Figure 1. Congestion heat map.
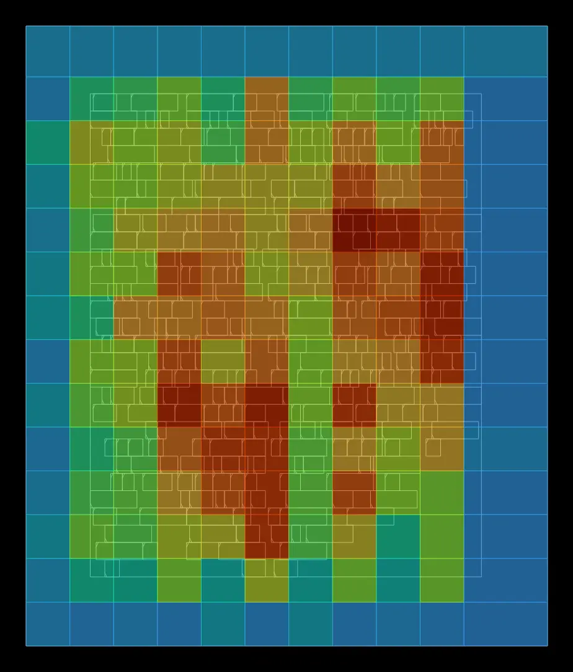
Figure 2. A small window of the routed layout.
Region (8, 61) to (33, 86) µm. Cells in gray, sequential cells in the stronger gray; small squares are vias.
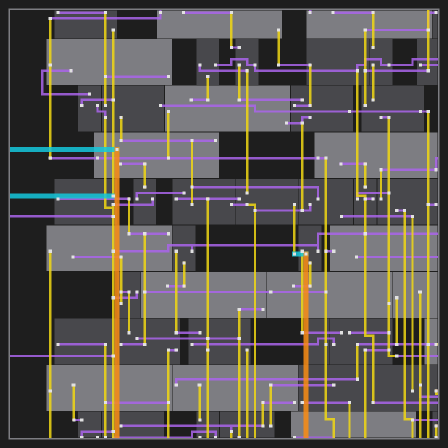
==> config.mk <==
export PLATFORM = sky130hd
export DESIGN_NAME = uart_receiver
export DESIGN_NICKNAME = d
export VERILOG_FILES = /design/src/rtl/uart_receiver_pkg.sv /design/src/rtl/uart_receiver_baud_controller.sv /design/src/rtl/uart_receiver.sv
export SDC_FILE = /design/constraint.sdc
export NUM_CORES = 1
export LEC_CHECK = 0
export CAP_MARGIN = 10
export CORE_ASPECT_RATIO = 1.25
export CORE_MARGIN = 10
export CORE_UTILIZATION = 60
export DETAILED_ROUTE_END_ITERATION = 7
export PLACE_DENSITY = 0.79
export SLEW_MARGIN = 20
export SYNTH_ARGS = -nofsm -noshare
export SYNTH_HDL_FRONTEND = slang
export SYNTH_HIERARCHICAL = 1
export SYNTH_SLANG_ARGS = --single-unit
==> constraint.sdc <==
create_clock -name clk -period 7.6 [get_ports clk]
set_input_delay 1.14 -clock clk [delete_from_list [all_inputs] [get_ports clk]]
set_output_delay 1.14 -clock clk [all_outputs]
set_load 0.02 [all_outputs]
==> results.py <==
# Physical implementation metrics
metrics = {
    "status": {
        "outcome": "complete, no violations",
    },
    "power_and_ir_drop": {
        "p_clk_frac": 0.335,
        "power_frac_seq": 0.603,
        "p_leak_nw": 1.28,
        "comb_power_share": 0.062,
    },
    "floorplan": {
        "chipArea_um2": 8030,
        "core.rowCount": 28,
        "num_io_pins": 18,
    },
    "yosys": {
        "synth-edff-count": 0,
        "synthTopCellsByCount": "dfxtp_1, nor2_1, mux2i_1",
        "synthFlopType": "dfxtp_1",
        "ys_seq_frac": 0.366,
    },
    "grt": {
        "grt_max_degree": 33,
        "grt_antenna_before_repair": 0,
        "grt_pass1_wl_mm": 10.8,
    },
    "layout": {
        "comb_share": 0.548,
        "largest_reg_flops": 15,
        "syn2layout_area_growth_pct": 9.84,
        "buffers_excl_clock": 20,
        "num-multi-input-gates": 242,
        "flop_area_um2": 1060,
        "seq_share": 0.333,
    },
    "setup_path": {
        "crit_top_cell": "ha_1",
        "r2r_cells": 14,
        "worstSetupPathType": "reg2reg",
        "worstPathArrival_ns": 4.15,
        "start_kind": "flop",
        "worstSetupEndpointType": "flop",
    },
    "placed_design": {
        "post_dp_cell_area_um2": 3100,
        "dp_cells": 381,
    },
    "drt": {
        "drt_iter0_markers": 107,
        "vias": 2302,
        "drt_pass1_iterations": 5,
        "routed_wl_mm": 6.12,
    },
    "clock_network": {
        "cts_tree": "yes",
        "clkTransAtPathRegs_ns": 0.10,
        "cts.sinks": 53,
        "clk_latency_ns": 0.31,
        "cts_root_buf": "clkbuf_8",
    },
    "final_timing": {
        "setup_violations": 0,
        "worst_clock_skew_ns": 0.0100,
        "slew_headroom": 0.581,
        "hold_viol": 0,
        "drv_slew": 0,
        "fmaxAchievable_mhz": 255,
        "tightest_slew_ns": 0.627,
        "rsz0062_at_grt": "false",
    },
    "worst_hold_path": {
        "hold_depth": 1,
    },
}
Notes on Figure 1 above:
Total Routing Usage GR: 0.163
met2 usage: 0.283
DR WL/cell: 15.7 µm
grt peak-use layer: met2
GR met3 Demand/Resource: 0.0380

Notes on Figure 2 above:
M2: marked yellow. M3: marked cyan. M4: marked orange. M1: marked purple.
42 logic cells have their middle in the window. Most frequent: dfxtp_1 (13), nor2_1 (11), mux2i_1 (10). Sequential cells in the window: 13.

==> cell families after synthesis <==
kind of cell	after synthesis	share of synthesized area
AOI/OAI and AO/OA	34	0.0777
DFF	53	0.366
other	1	0.00129
adders and majority gates	21	0.0898
buffers and inverters	22	0.0332
xor gates and xnor gates	24	0.0773
and+or+nand+nor	138	0.275
muxes	23	0.0798
==> layout by cell type, fill, tap and decap left out, drive strengths merged, types with 2 or more instances in the layout <==
| master | n |
|---|---|
| a2111oi | 2 |
| a21o | 2 |
| a21oi | 13 |
| a31oi | 2 |
| and2 | 2 |
| and3 | 3 |
| buf | 3 |
| clkbuf | 6 |
| clkdlybuf4s50 | 17 |
| clkinvlp | 2 |
| conb | 2 |
| dfxtp | 53 |
| ha | 20 |
| inv | 6 |
| mux2i | 22 |
| nand2 | 18 |
| nand2b | 7 |
| nand3 | 16 |
| nand3b | 4 |
| nand4 | 11 |
| nor2 | 33 |
| nor2b | 5 |
| nor3 | 5 |
| nor3b | 3 |
| nor4 | 12 |
| o21ai | 4 |
| o22ai | 2 |
| o31ai | 4 |
| or2 | 5 |
| or4 | 3 |
| or4b | 2 |
| xnor2 | 14 |
| xor2 | 9 |
==> per-layer routing <==
metal	part of all wire	GRT usage
met2	0.54	0.283
met5	0	0
met1	0.39	0.173
met4	0.040	0.0892
met3	0.029	0.0380
==> critical path: cells and delay by family, from the launching register on <==
kind / cells / cell delay (ns)
flops: 1 / 0.57
xor+xnor: 2 / 0.45
buf+inv: 1 / 0.22
compound gates: 3 / 0.55
simple gates: 6 / 1.49
fa+ha+maj: 2 / 0.56
==> stage by stage <==
step / utilization / setup WS [ns]
after floorplan: - / 3.80
after global placement: 0.660 / 3.91
after detailed placement: 0.660 / 3.72
after CTS: 0.678 / 3.67
after global routing: 0.678 / 3.36
final: 0.678 / 3.67
